==> src/rtl/ex_operand_stage_pkg.sv <==
// Shared encodings for the EX operand-preparation stage:
// opcodes, op types, immediate sizes and skid-buffer states.
package ex_operand_stage_pkg;

    localparam logic [3:0] OP_TYPE_3R   = 4'd1;
    localparam logic [3:0] OP_TYPE_2RI  = 4'd2;
    localparam logic [3:0] OP_TYPE_1RI  = 4'd3;
    localparam logic [3:0] OP_TYPE_BR   = 4'd4;

    localparam logic [7:0] OP_ADD_W     = 8'h01;
    localparam logic [7:0] OP_SUB_W     = 8'h02;
    localparam logic [7:0] OP_AND       = 8'h03;
    localparam logic [7:0] OP_ADDI_W    = 8'h10;
    localparam logic [7:0] OP_ANDI      = 8'h11;
    localparam logic [7:0] OP_LU12I_W   = 8'h12;
    localparam logic [7:0] OP_PCADDU12I = 8'h13;
    localparam logic [7:0] OP_SLLI_W    = 8'h20;
    localparam logic [7:0] OP_SRLI_W    = 8'h21;
    localparam logic [7:0] OP_SRAI_W    = 8'h22;
    localparam logic [7:0] OP_BL        = 8'h30;

    localparam logic [2:0] IMM_SZ_8     = 3'd0;
    localparam logic [2:0] IMM_SZ_12    = 3'd1;
    localparam logic [2:0] IMM_SZ_14    = 3'd2;
    localparam logic [2:0] IMM_SZ_16    = 3'd3;
    localparam logic [2:0] IMM_SZ_20    = 3'd4;
    localparam logic [2:0] IMM_SZ_26    = 3'd5;

    typedef enum logic [1:0] {
        SKID_EMPTY = 2'd0,
        SKID_ONE   = 2'd1,
        SKID_FULL  = 2'd2
    } skid_state_e;

    function automatic logic is_shift_imm(input logic [7:0] op);
        return (op == OP_SLLI_W) || (op == OP_SRLI_W) || (op == OP_SRAI_W);
    endfunction

endpackage

==> src/rtl/ex_operand_stage_fwd_select.sv <==
// Priority forwarding for one source register: lowest index wins,
// r0 never forwards, and a hit on unfinished data flags pending.
module ex_operand_stage_fwd_select #(
    parameter int W       = 32,
    parameter int NUM_FWD = 3
) (
    input  logic [4:0]           addr_i,
    input  logic [W-1:0]         rf_data_i,
    input  logic [NUM_FWD-1:0]   fwd_valid_i,
    input  logic [NUM_FWD-1:0]   fwd_data_ok_i,
    input  logic [5*NUM_FWD-1:0] fwd_addr_i,
    input  logic [W*NUM_FWD-1:0] fwd_data_i,
    output logic [W-1:0]         data_o,
    output logic                 pending_o
);

    logic hit;

    always_comb begin
        data_o    = rf_data_i;
        pending_o = 1'b0;
        hit       = 1'b0;
        if (addr_i == 5'd0) begin
            data_o = '0;
        end else begin
            for (int i = 0; i < NUM_FWD; i++) begin
                if (!hit && fwd_valid_i[i] && (fwd_addr_i[5*i +: 5] == addr_i)) begin
                    hit       = 1'b1;
                    data_o    = fwd_data_i[W*i +: W];
                    pending_o = !fwd_data_ok_i[i];
                end
            end
        end
    end

endmodule

==> src/rtl/ex_operand_stage.sv <==
// Head of EX: forwards rj/rk, extends immediates, picks alu_in1/alu_in2
// and hands them to the ALU through a two-entry skid buffer.
module ex_operand_stage
    import ex_operand_stage_pkg::*;
#(
    parameter int W       = 32,
    parameter int NUM_FWD = 3,
    parameter int DEPTH   = 2
) (
    input  logic                 clk,
    input  logic                 reset,
    input  logic                 flush,
    input  logic                 in_valid,
    output logic                 in_ready,
    input  logic [7:0]           op,
    input  logic [3:0]           op_type,
    input  logic [4:0]           rj_addr,
    input  logic [4:0]           rk_addr,
    input  logic [W-1:0]         rj_data,
    input  logic [W-1:0]         rk_data,
    input  logic [W-1:0]         pc,
    input  logic [25:0]          imm_unext,
    input  logic [2:0]           imm_sz,
    input  logic [4:0]           shift_imm,
    input  logic                 flag_unsigned,
    input  logic                 in1_sel_pc,
    input  logic [NUM_FWD-1:0]   fwd_valid,
    input  logic [NUM_FWD-1:0]   fwd_data_ok,
    input  logic [5*NUM_FWD-1:0] fwd_addr,
    input  logic [W*NUM_FWD-1:0] fwd_data,
    output logic                 out_valid,
    input  logic                 out_ready,
    output logic [W-1:0]         alu_in1,
    output logic [W-1:0]         alu_in2,
    output logic [7:0]           out_op
);

    logic [W-1:0] rj_val;
    logic [W-1:0] rk_val;
    logic         rj_pend;
    logic         rk_pend;

    ex_operand_stage_fwd_select #(
        .W       (W),
        .NUM_FWD (NUM_FWD)
    ) u_fwd_rj (
        .addr_i        (rj_addr),
        .rf_data_i     (rj_data),
        .fwd_valid_i   (fwd_valid),
        .fwd_data_ok_i (fwd_data_ok),
        .fwd_addr_i    (fwd_addr),
        .fwd_data_i    (fwd_data),
        .data_o        (rj_val),
        .pending_o     (rj_pend)
    );

    ex_operand_stage_fwd_select #(
        .W       (W),
        .NUM_FWD (NUM_FWD)
    ) u_fwd_rk (
        .addr_i        (rk_addr),
        .rf_data_i     (rk_data),
        .fwd_valid_i   (fwd_valid),
        .fwd_data_ok_i (fwd_data_ok),
        .fwd_addr_i    (fwd_addr),
        .fwd_data_i    (fwd_data),
        .data_o        (rk_val),
        .pending_o     (rk_pend)
    );

    logic is_3r;
    logic shift_op;
    logic rj_used;
    logic rk_used;
    logic pending;

    assign is_3r    = (op_type == OP_TYPE_3R);
    assign shift_op = is_shift_imm(op);
    assign rj_used  = !in1_sel_pc;
    assign rk_used  = is_3r && !shift_op;
    // Only an operand that actually feeds the ALU may hold the op back.
    assign pending  = (rj_used && rj_pend) || (rk_used && rk_pend);

    logic [W-1:0] imm_ext;

    always_comb begin
        imm_ext = '0;
        case (imm_sz)
            IMM_SZ_8:  imm_ext = W'($signed(imm_unext[7:0]));
            IMM_SZ_12: imm_ext = flag_unsigned ? W'(imm_unext[11:0])
                                               : W'($signed(imm_unext[11:0]));
            IMM_SZ_14: imm_ext = W'($signed(imm_unext[13:0]));
            IMM_SZ_16: imm_ext = W'($signed(imm_unext[15:0]));
            IMM_SZ_20: imm_ext = W'($signed({imm_unext[19:0], 12'b0}));
            IMM_SZ_26: imm_ext = W'($signed(imm_unext[25:0]));
            default:   imm_ext = '0;
        endcase
    end

    logic [W-1:0] in1_new;
    logic [W-1:0] in2_new;

    always_comb begin
        in1_new = in1_sel_pc ? pc : rj_val;
        in2_new = imm_ext;
        if (is_3r) begin
            in2_new = shift_op ? W'(shift_imm) : rk_val;
        end
    end

    skid_state_e state_q;
    skid_state_e state_d;
    logic        accept;
    logic        pop;
    logic        ld_head;
    logic        ld_tail;
    logic        advance;

    assign in_ready  = (state_q != SKID_FULL);
    assign out_valid = (state_q != SKID_EMPTY);
    assign accept    = in_valid && in_ready && !pending && !flush;
    assign pop       = out_valid && out_ready;

    always_ff @(posedge clk or posedge reset) begin
        if (reset) begin
            state_q <= SKID_EMPTY;
        end else begin
            state_q <= state_d;
        end
    end

    always_comb begin
        state_d = state_q;
        ld_head = 1'b0;
        ld_tail = 1'b0;
        advance = 1'b0;
        unique case (state_q)
            SKID_EMPTY: begin
                if (accept) begin
                    state_d = SKID_ONE;
                    ld_head = 1'b1;
                end
            end
            SKID_ONE: begin
                if (accept && pop) begin
                    ld_head = 1'b1;
                end else if (accept) begin
                    state_d = SKID_FULL;
                    ld_tail = 1'b1;
                end else if (pop) begin
                    state_d = SKID_EMPTY;
                end
            end
            SKID_FULL: begin
                if (pop) begin
                    state_d = SKID_ONE;
                    advance = 1'b1;
                end
            end
            default: state_d = SKID_EMPTY;
        endcase
        if (flush) begin
            state_d = SKID_EMPTY;
            ld_head = 1'b0;
            ld_tail = 1'b0;
            advance = 1'b0;
        end
    end

    // Entry 0 is always the oldest op; entry 1 only fills while stalled.
    logic [W-1:0] in1_q [DEPTH];
    logic [W-1:0] in2_q [DEPTH];
    logic [7:0]   op_q  [DEPTH];

    always_ff @(posedge clk or posedge reset) begin
        if (reset) begin
            for (int i = 0; i < DEPTH; i++) begin
                in1_q[i] <= '0;
                in2_q[i] <= '0;
                op_q[i]  <= '0;
            end
        end else begin
            if (ld_head) begin
                in1_q[0] <= in1_new;
                in2_q[0] <= in2_new;
                op_q[0]  <= op;
            end
            if (advance) begin
                in1_q[0] <= in1_q[1];
                in2_q[0] <= in2_q[1];
                op_q[0]  <= op_q[1];
            end
            if (ld_tail) begin
                in1_q[1] <= in1_new;
                in2_q[1] <= in2_new;
                op_q[1]  <= op;
            end
        end
    end

    assign alu_in1 = in1_q[0];
    assign alu_in2 = in2_q[0];
    assign out_op  = op_q[0];

endmodule

==> config.mk <==
export PLATFORM = sky130hd
export DESIGN_NAME = ex_operand_stage
export DESIGN_NICKNAME = d
export VERILOG_FILES = /design/src/rtl/ex_operand_stage_pkg.sv /design/src/rtl/ex_operand_stage_fwd_select.sv /design/src/rtl/ex_operand_stage.sv
export SDC_FILE = /design/constraint.sdc
export NUM_CORES = 1
export LEC_CHECK = 0
export CAP_MARGIN = 20
export CORE_MARGIN = 4
export CORE_UTILIZATION = 40
export DETAILED_ROUTE_END_ITERATION = 10
export PLACE_DENSITY_LB_ADDON = 0.12
export SLEW_MARGIN = 10
export SYNTH_ARGS = -nofsm -noshare
export SYNTH_HDL_FRONTEND = slang
export SYNTH_HIERARCHICAL = 1
export SYNTH_SLANG_ARGS = --single-unit
==> constraint.sdc <==
create_clock -name clk -period 5.9 [get_ports clk]
set_input_delay 0.59 -clock clk [delete_from_list [all_inputs] [get_ports clk]]
set_output_delay 0.59 -clock clk [all_outputs]
set_load 0.02 [all_outputs]
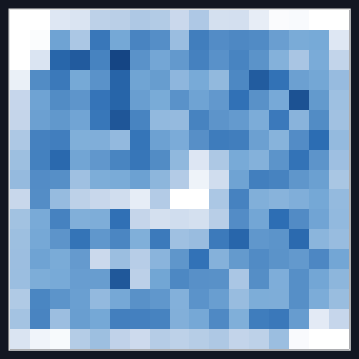
run_1/util_map.png
(2 px per um) The die is cut into 17 by 17 equal tiles; white is low, dark blue is high, 0 to 100% covered.
- tiles over 75% full: 4.5%
- nearly empty tiles: 3.5%
- fullest tile: 91%
- mean over tiles: 48%

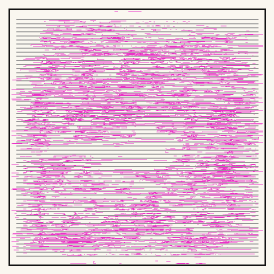
run_1/m1.png
(1.5 px per um) Supply wires on this layer in gray.
- longest straight run: 66.2 um
- wire length on this layer: 16,800 um
met1 Usage GRT: 36.2%
via count: 10,000

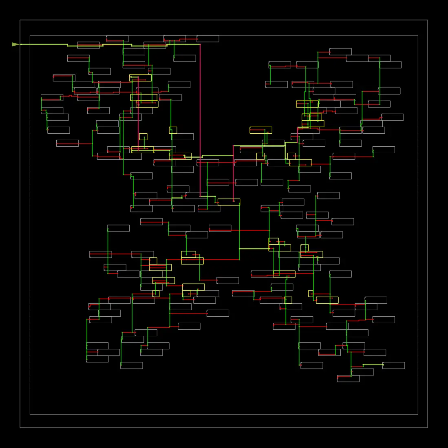
run_1/clock_nets.png
Latency at later pin: 0.42 ns
Num CTS Buffers: 17
Clock Skew: 0.0108 ns

==> impl_metrics.py, run 1 <==
# Flow results
metrics = {
    "run_status": {
        "outcome": "finished clean",
    },
    "cells_and_area": {
        "nNetsFinal": 1630,
        "lay_top_cells": "348 x clkdlybuf4s50_1, 146 x dfrtp_1, 96 x mux2i_1",
        "drive_gt1_share_pct": 11.4,
        "post-route-cell-area_sq_mm": 0.0141,
    },
    "yosys": {
        "ys_area_sq_mm": 0.0104,
        "yosysTopAreaCellShare_pct": 35.0,
        "synth_top_cell_by_area": "dfrtp_1",
        "topCellsByArea": "dfrtp_1 35%, mux2i_1 9.2%, o211ai_2 7.2%",
        "common_cells": "146 x dfrtp_1, 96 x mux2i_1, 95 x a21oi_1",
        "synthAoiAreaFrac_pct": 22.8,
        "synthFlopType": "dfrtp_1",
        "yosys_warnings": 6,
        "synthCells": 1141,
        "async_reset_ff_share_pct": 100,
        "yosys.stat.seqShare_pct": 35.0,
        "synth.cell_area_sq_mm": 0.0104,
        "adder_share_pct": 0,
        "top_cell": "dfrtp_1",
        "synth_cell_types": 48,
    },
    "power_and_ir_drop": {
        "p_int_w": 0.00251,
        "ir_worst_vdd_mv": 0.144,
        "power.leakage_nw": 5.19,
        "pwr-share-clk_pct": 28.9,
    },
    "place": {
        "port-buffer-count": 349,
        "gp_congestion": 0.920,
        "dpl_worst_slack_ns": 1.13,
        "dpl_cell_area_sq_mm": 0.0135,
    },
    "die": {
        "die_area_sq_mm": 0.0288,
        "fp_util_pct": 41.0,
        "core_sq_mm": 0.0255,
    },
    "routing": {
        "drc_errors": 0,
        "drtAntennaViolNets": 0,
        "vias_per_cell": 5.91,
        "dr.pass1.iters": 6,
    },
    "worst_setup_path": {
        "timing.rr.start": "state_q[1]",
        "worstPathArrival_ns": 4.62,
        "critical_path_peak_fanout": 59,
        "path_delay_family": "buffers and inverters",
        "critical_path_depth": 12,
        "slowest_stage": "a211oi_4",
    },
    "sta": {
        "timing.final.ws_setup_ns": 1.62,
        "setup_tns_ns": 0,
        "worst_pin_slew_ns": 1.09,
        "setup_violations": 0,
        "drv_slew": 0,
        "rsz0062_at_grt": "no",
    },
    "cts": {
        "root_buffer": "clkbuf_16",
        "clock_path_buffers": 2,
    },
    "grt": {
        "grt_pass1_vias": 9833,
        "antenna_found_initial": 1,
        "grt_pass1_wl_um": 60600,
    },
    "min_path": {
        "min_path_cells": 1,
        "hp-class": "flip-flop to flip-flop",
        "hp-start": "op_q[4]",
        "hold_end": "op_q[4]",
    },
}
-- run 1: sequential cells by signal, summed over array words and instances, names as in the netlist --
register / count
state_q: 2
in2_q: 32
op_q: 8
out_op: 8
alu_in1: 32
alu_in2: 32
in1_q: 32
-- run 1: layer usage --
metal,vias to the layer above,share of wire (%),GRT usage (%)
met5,-,0.041,0
met4,2,2.8,8.54
met3,60,8.5,5.66
met2,499,48,45.2
met1,4878,41,36.2
li1,4595,-,-
-- run 1: logic make-up (layout without fill, tap and decap cells) --
group	after synthesis	count (layout)
AND-OR/OR-AND	290	290
XOR/XNOR	30	30
buffers and inverters	192	418
flip-flops	146	146
multiplexers	116	116
AND/OR/NAND/NOR	367	367
-- run 1: worst max path at each step --
stage	endpoint	slack, ns	from
global route	in1_q[6]	1.29	rj_addr[4]
global placement	in2_q[2]	1.18	rj_addr[0]
floorplan	alu_in1[0]	1.39	reset
finish	in1_q[30]	1.62	rj_addr[4]
CTS	in2_q[11]	1.58	rj_addr[0]
detailed placement	in2_q[14]	1.13	rj_addr[0]
-- run 1: layout make-up --
cell class	instances	area (sq um)
sequential	146	3650
tap	330	413
timing repair buffer	374	3690
fill	2292	11400
clock buffer	18	439
multi-input combinational	803	5700
clock inverter	14	149
inverter	12	50.0
-- run 1: power groups by stage --
stage / sequential, W / combinational [W] / clock, W
after floorplan: 0.00142 / 0.000809 / 0
after global placement: 0.00147 / 0.00120 / 0
after detailed placement: 0.00148 / 0.00122 / 0
after CTS: 0.00146 / 0.00123 / 0.00111
after global routing: 0.00150 / 0.00132 / 0.00115
final: 0.00146 / 0.00122 / 0.00109
==> run 2, diff against run 1 <==
Clock period 5.9 ns to 3.82 ns, I/O delays scaled along.
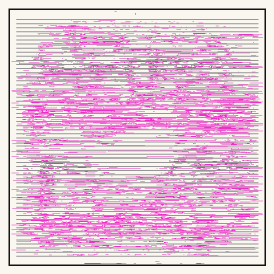
run_2/m1.png
(1.5 px per um) Supply wires on this layer in gray.
- longest straight run: 58.0 um
- nets with wire on the layer: 1,462
via count: 9,968
met1 Usage GRT: 34.5%
Total Wirelength: 40,100 um

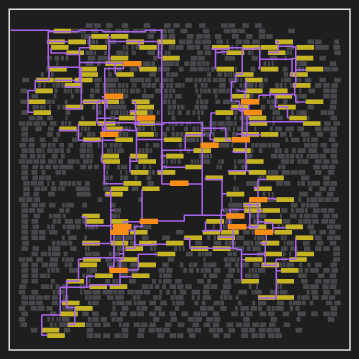
run_2/clock_wires.png
(2 px per um)
- clock-net drivers: orange (count 17)
- clock wires: purple (length 2,090 um)
- flip-flops: yellow (count 146)
- routed clock nets: 18
- flops lie: widely spread
Clock Skew: 0.00930 ns
Latency at later pin: 0.43 ns
Clock power frac: 29.1%

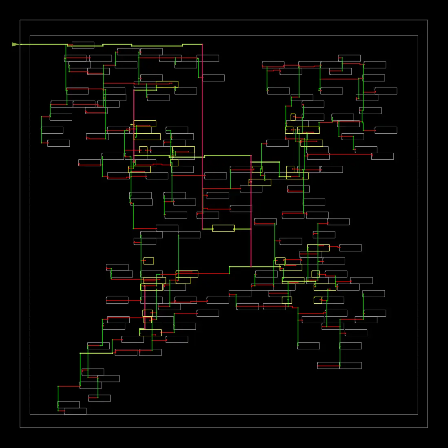
run_2/clock_nets.png
CLK BUF: 17
CTS sink count: 146
Clk. pwr: 0.00171 W
flop count: 146

==> impl_metrics.py, run 2 <==
# Flow results
metrics = {
    "routing": {
        "dr.pass1.iters": 5,
        "post_drt_wl_per_cell_um": 23.4,
        "drtIter0Drc": 1049,
        "vias_per_cell": 5.82,
        "drc_errors": 0,
        "drtAntennaViolNets": 0,
    },
    "worst_setup_path": {
        "worstPathRequired_ns": 4.17,
        "path_delay_family": "buffers and inverters",
        "critical_path_peak_fanout": 44,
        "worstPathArrival_ns": 3.53,
        "cp_slowest_stage_delay_ns": 0.58,
        "path_class": "input port to flip-flop",
        "worst_setup_path_start_kind": "input port",
        "slowest_stage": "clkdlybuf4s50_1",
        "worst_path_most_repeated_cell": "buf_4",
        "path_buffers": 5,
    },
    "die": {
        "fp_util_pct": 41.0,
        "dieHeight_um": 170,
        "core_sq_mm": 0.0255,
        "die_area_sq_mm": 0.0288,
        "fp-row-count": 58,
        "top_level_ports": 350,
        "die_w_um": 170,
    },
    "yosys": {
        "synth.cell_area_sq_mm": 0.0104,
        "yosys.stat.seqShare_pct": 35.0,
        "synthAoiAreaFrac_pct": 22.8,
        "top_cell": "dfrtp_1",
        "numSynthFlops": 146,
        "synth_cell_types": 48,
        "yosys_warnings": 6,
        "synth-edff-count": 0,
        "synthFlopType": "dfrtp_1",
        "yosysTopAreaCellShare_pct": 35.0,
        "synthXorXnorAreaFrac_pct": 2.51,
        "adder_share_pct": 0,
        "synth_stat.cells": 1141,
        "async_reset_ff_share_pct": 100,
        "simple_gate_share_pct": 17.2,
        "ys_area_sq_mm": 0.0104,
        "synthCells": 1141,
        "topCellsByArea": "dfrtp_1 35%, mux2i_1 9.2%, o211ai_2 7.2%",
        "synth_top_cell_by_area": "dfrtp_1",
        "common_cells": "146 x dfrtp_1, 96 x mux2i_1, 95 x a21oi_1",
    },
    "sta": {
        "setup_violations": 0,
        "finalHoldViolCount": 0,
        "min_period_ns": 3.18,
        "rsz0062_at_grt": "no",
        "drv_slew": 0,
        "timing.final.ws_setup_ns": 0.641,
        "worst_pin_slew_ns": 0.823,
        "setup_tns_ns": 0,
    },
    "place": {
        "dpl_cell_area_sq_mm": 0.0137,
        "gp_congestion": 0.896,
        "port-buffer-count": 349,
        "dpl_worst_slack_ns": 0.210,
        "dp_hpwl_um": 30200,
        "placed_cells": 1678,
    },
    "cells_and_area": {
        "lay_top_cells": "348 x clkdlybuf4s50_1, 146 x dfrtp_1, 96 x mux2i_1",
        "instances_no_fill": 1712,
        "nFillCells": 2337,
        "nNetsFinal": 1644,
        "post-route-util_pct": 56.1,
        "post-route-cell-area_sq_mm": 0.0143,
        "drive_gt1_share_pct": 12.3,
        "area_growth_syn_to_layout_pct": 36.7,
    },
    "cts": {
        "path_clk_slew_ns": 0.07,
        "root_buffer": "clkbuf_16",
        "cts_buffers": 17,
        "clock_path_buffers": 2,
        "ctsHoldBuffers": 0,
        "htree_levels": 4,
        "cts_tree": "built",
        "ctsResizeCount": 0,
    },
    "power_and_ir_drop": {
        "power_density_mw_per_mm2": 410,
        "power.leakage_nw": 5.29,
        "ir_worst_vdd_mv": 0.237,
    },
    "run_status": {
        "outcome": "finished clean",
    },
    "grt": {
        "grt_pass1_vias": 9991,
        "grt_use_total_pct": 27.1,
        "grt_pass1_wl_um": 60300,
        "antenna_found_initial": 1,
    },
    "min_path": {
        "hp-class": "flip-flop to flip-flop",
    },
}
[run 2: layer usage]
metal | wire [um] | GRT usage [%] | up-vias | share of wire, %
li1 | - | - | 4638 | -
met1 | 16300 | 34.5 | 4803 | 41
met2 | 19500 | 45.8 | 468 | 49
met3 | 3080 | 6.03 | 59 | 7.7
met4 | 1220 | 9.03 | 0 | 3.0
met5 | 0 | 0 | - | 0
[run 2: where the power goes]
group / switching (W) / total (W) / leakage [nW] / internal, W
Combinational: 0.000927 / 0.00189 / 3.30 / 0.000968
Sequential: 0.000270 / 0.00226 / 1.70 / 0.00199
Clock: 0.000772 / 0.00171 / 0.295 / 0.000935
Total: 0.00197 / 0.00586 / 5.29 / 0.00389
[run 2: worst reg2reg max path: stages, from the launching register on]
cell and delay [ns]:
dfrtp_1 0.46, nor2_1 0.20, nand3b_1 0.17, a211oi_4 0.55
buf_4 0.52, nor2_1 0.12, a21oi_1 0.12
[run 2: area by class of cell]
cell class | count | area, sq um | share of cell area, %
tap | 330 | 413 | 2.89
sequential | 146 | 3650 | 25.6
antenna | 1 | 2.50 | 0.0175
clock buffer | 17 | 425 | 2.98
multi-input combinational | 803 | 5700 | 39.9
clock inverter | 15 | 169 | 1.18
timing repair buffer | 388 | 3880 | 27.1
inverter | 12 | 48.8 | 0.342
[run 2: worst paths after layout]
check | cells past startpoint | slack, ns | start | end
setup / recovery | 14 | 0.64 | rj_addr[4] | in1_q[25]
hold / removal | 1 | 0.49 | op_q[0] | op_q[0]
setup reg to reg | 6 | 1.60 | state_q[1] | in1_q[25]
hold reg to reg | 1 | 0.49 | op_q[0] | op_q[0]
max in group asynchronous | 3 | 2.68 | reset | alu_in1[30]
min in group asynchronous | 3 | 0.51 | reset | alu_in2[6]
==> run 3, diff against run 2 <==
Clock period 3.82 ns to 2.8 ns, I/O delays scaled along.
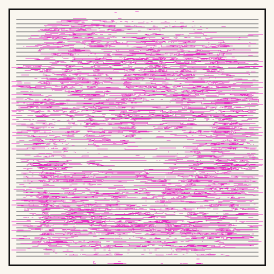
run_3/m1.png
(1.5 px per um) Supply wires on this layer in gray.
- longest straight run: 54.7 um
- nets with wire on the layer: 1,509
- wire length on this layer: 16,600 um
- share of all routed wire: 41%
- main direction: horizontal

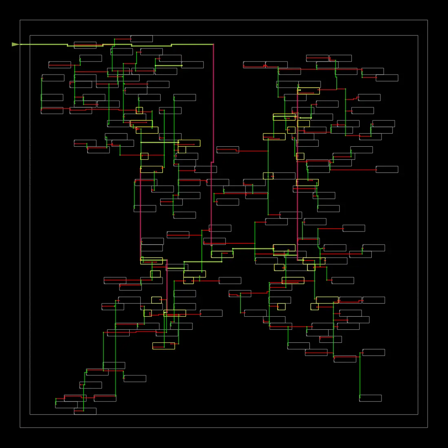
run_3/clock_nets.png
Clock Skew: 0.0124 ns
CLK BUF: 18
Clk. pwr: 0.00228 W

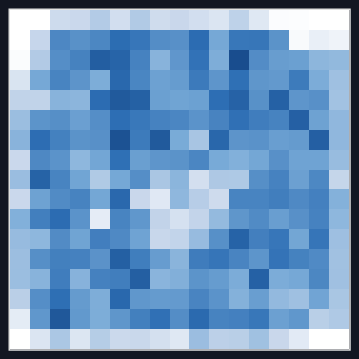
run_3/util_map.png
(2 px per um) The die is cut into 17 by 17 equal tiles; white is low, dark blue is high, 0 to 100% covered.
- nearly empty tiles: 3.5%
- mean over tiles: 51%
- fullest tile: 88%

==> impl_metrics.py, run 3 <==
# Flow results
metrics = {
    "cells_and_area": {
        "nFillCells": 2252,
        "post-route-util_pct": 59.2,
        "nNetsFinal": 1713,
        "drive_gt1_share_pct": 17.4,
        "area_growth_syn_to_layout_pct": 44.3,
        "instances_no_fill": 1781,
        "lay_top_cells": "343 x clkdlybuf4s50_1, 146 x dfrtp_1, 96 x mux2i_1",
    },
    "yosys": {
        "yosys_warnings": 6,
        "simple_gate_share_pct": 17.2,
        "yosys.stat.seqShare_pct": 35.0,
        "synthFlopType": "dfrtp_1",
        "synth_cell_types": 48,
        "synthAoiAreaFrac_pct": 22.8,
        "ys_area_sq_mm": 0.0104,
        "adder_share_pct": 0,
        "synth-edff-count": 0,
        "common_cells": "146 x dfrtp_1, 96 x mux2i_1, 95 x a21oi_1",
        "async_reset_ff_share_pct": 100,
        "synthXorXnorAreaFrac_pct": 2.51,
        "top_cell": "dfrtp_1",
        "synthCells": 1141,
        "synth.cell_area_sq_mm": 0.0104,
        "synth_top_cell_by_area": "dfrtp_1",
        "yosysTopAreaCellShare_pct": 35.0,
        "topCellsByArea": "dfrtp_1 35%, mux2i_1 9.2%, o211ai_2 7.2%",
    },
    "sta": {
        "finalHoldViolCount": 0,
        "worst_pin_slew_ns": 0.718,
        "drv_slew": 0,
        "min_period_ns": 2.71,
        "timing.final.ws_setup_ns": 0.0911,
        "rsz0062_at_grt": "no",
        "setup_violations": 0,
    },
    "routing": {
        "post_drt_wl_per_cell_um": 23.0,
        "drc_errors": 0,
        "drt_wl_total_um": 40900,
        "drtIter0Drc": 740,
        "dr.pass1.iters": 5,
    },
    "cts": {
        "clk_latency_ns": 0.43,
        "cts_buffers": 17,
        "cts_sinks": 146,
        "clock_path_buffers": 2,
        "ctsHoldBuffers": 0,
        "cts_tree": "built",
        "path_clk_slew_ns": 0.07,
    },
    "die": {
        "die_w_um": 170,
        "dieHeight_um": 170,
        "fp_util_pct": 41.0,
        "top_level_ports": 350,
        "core_sq_mm": 0.0255,
        "die_area_sq_mm": 0.0288,
    },
    "worst_setup_path": {
        "path_class": "input port to flip-flop",
        "path_delay_family": "buffers and inverters",
        "r2r_end": "alu_in2[9]",
        "critical_path_peak_fanout": 6,
        "worst_setup_path_start_kind": "input port",
        "worstPathRequired_ns": 3.15,
        "path_buffers": 5,
        "slowest_stage": "or3_2",
        "worst_path_most_repeated_cell": "buf_4",
        "r2r_slack_ns": 0.78,
        "timing.rr.start": "state_q[1]",
    },
    "power_and_ir_drop": {
        "power_density_mw_per_mm2": 536,
        "p_int_w": 0.00534,
        "power.leakage_nw": 5.75,
        "ir_worst_vdd_mv": 0.305,
        "pwr-share-clk_pct": 28.2,
        "p_sw_w": 0.00275,
    },
    "grt": {
        "grt_use_total_pct": 27.6,
        "use_met2_pct": 45.8,
        "grt_use_met3_pct": 6.36,
        "antenna_found_initial": 2,
        "met1_usage_pct": 35.0,
        "grt_pass1_wl_um": 61300,
        "grt_pass1_vias": 10200,
        "grt_overflow": 0,
    },
    "place": {
        "gp_congestion": 0.881,
        "placed_cells": 1744,
        "dpl_worst_slack_ns": -0.478,
        "port-buffer-count": 349,
        "dp_hpwl_um": 31300,
    },
    "run_status": {
        "outcome": "finished clean",
    },
}
## run 3: cell counts after synthesis
Identical to the previous run, type by type.
## run 3: worst max-delay path by stage
stage / endpoint / slack, ns
CTS: alu_in1[31] / 0.004
global placement: alu_in2[9] / -0.49
detailed placement: alu_in1[27] / -0.48
global route: out_op[7] / 0.002
floorplan: alu_in1[0] / 0.01
finish: alu_in1[31] / 0.09
## run 3: power groups by stage
stage               registers, W  clock network (W)  logic [W]
floorplan                0.00299                  0    0.00171
global placement         0.00310                  0    0.00265
detailed placement       0.00312                  0    0.00270
CTS                      0.00308            0.00232    0.00271
global route             0.00316            0.00240    0.00292
finish                   0.00309            0.00228    0.00271
## run 3: per-stage QoR
step                hold WS (ns)  instance area, sq um
floorplan                  0.347                 10500
global placement           0.468                 14400
detailed placement         0.479                 14400
CTS                        0.304                 15000
global route               0.348                 15100
finish                     0.297                 15100
## run 3: cell type report
| type | instances | area [sq um] | area share (%) |
|---|---|---|---|
| timing repair buffer | 457 | 4640 | 30.7 |
| tap | 330 | 413 | 2.74 |
| inverter | 12 | 48.8 | 0.324 |
| clock buffer | 18 | 439 | 2.91 |
| antenna | 1 | 2.50 | 0.0166 |
| clock inverter | 14 | 134 | 0.888 |
| sequential | 146 | 3650 | 24.2 |
| multi-input combinational | 803 | 5750 | 38.2 |
## run 3: layer usage
layer / wire length, um / vias up
met5: 7 / -
met4: 1500 / 2
met3: 3030 / 64
met2: 19800 / 452
met1: 16600 / 4963
li1: - / 4771
## run 3: what timing repair did
item,CTS,global route
setup endpoints to repair,122,146
buffers inserted,2,2
pin swaps,2,6
gates resized,1,21
Power is estimated from default activity; no workload was simulated.
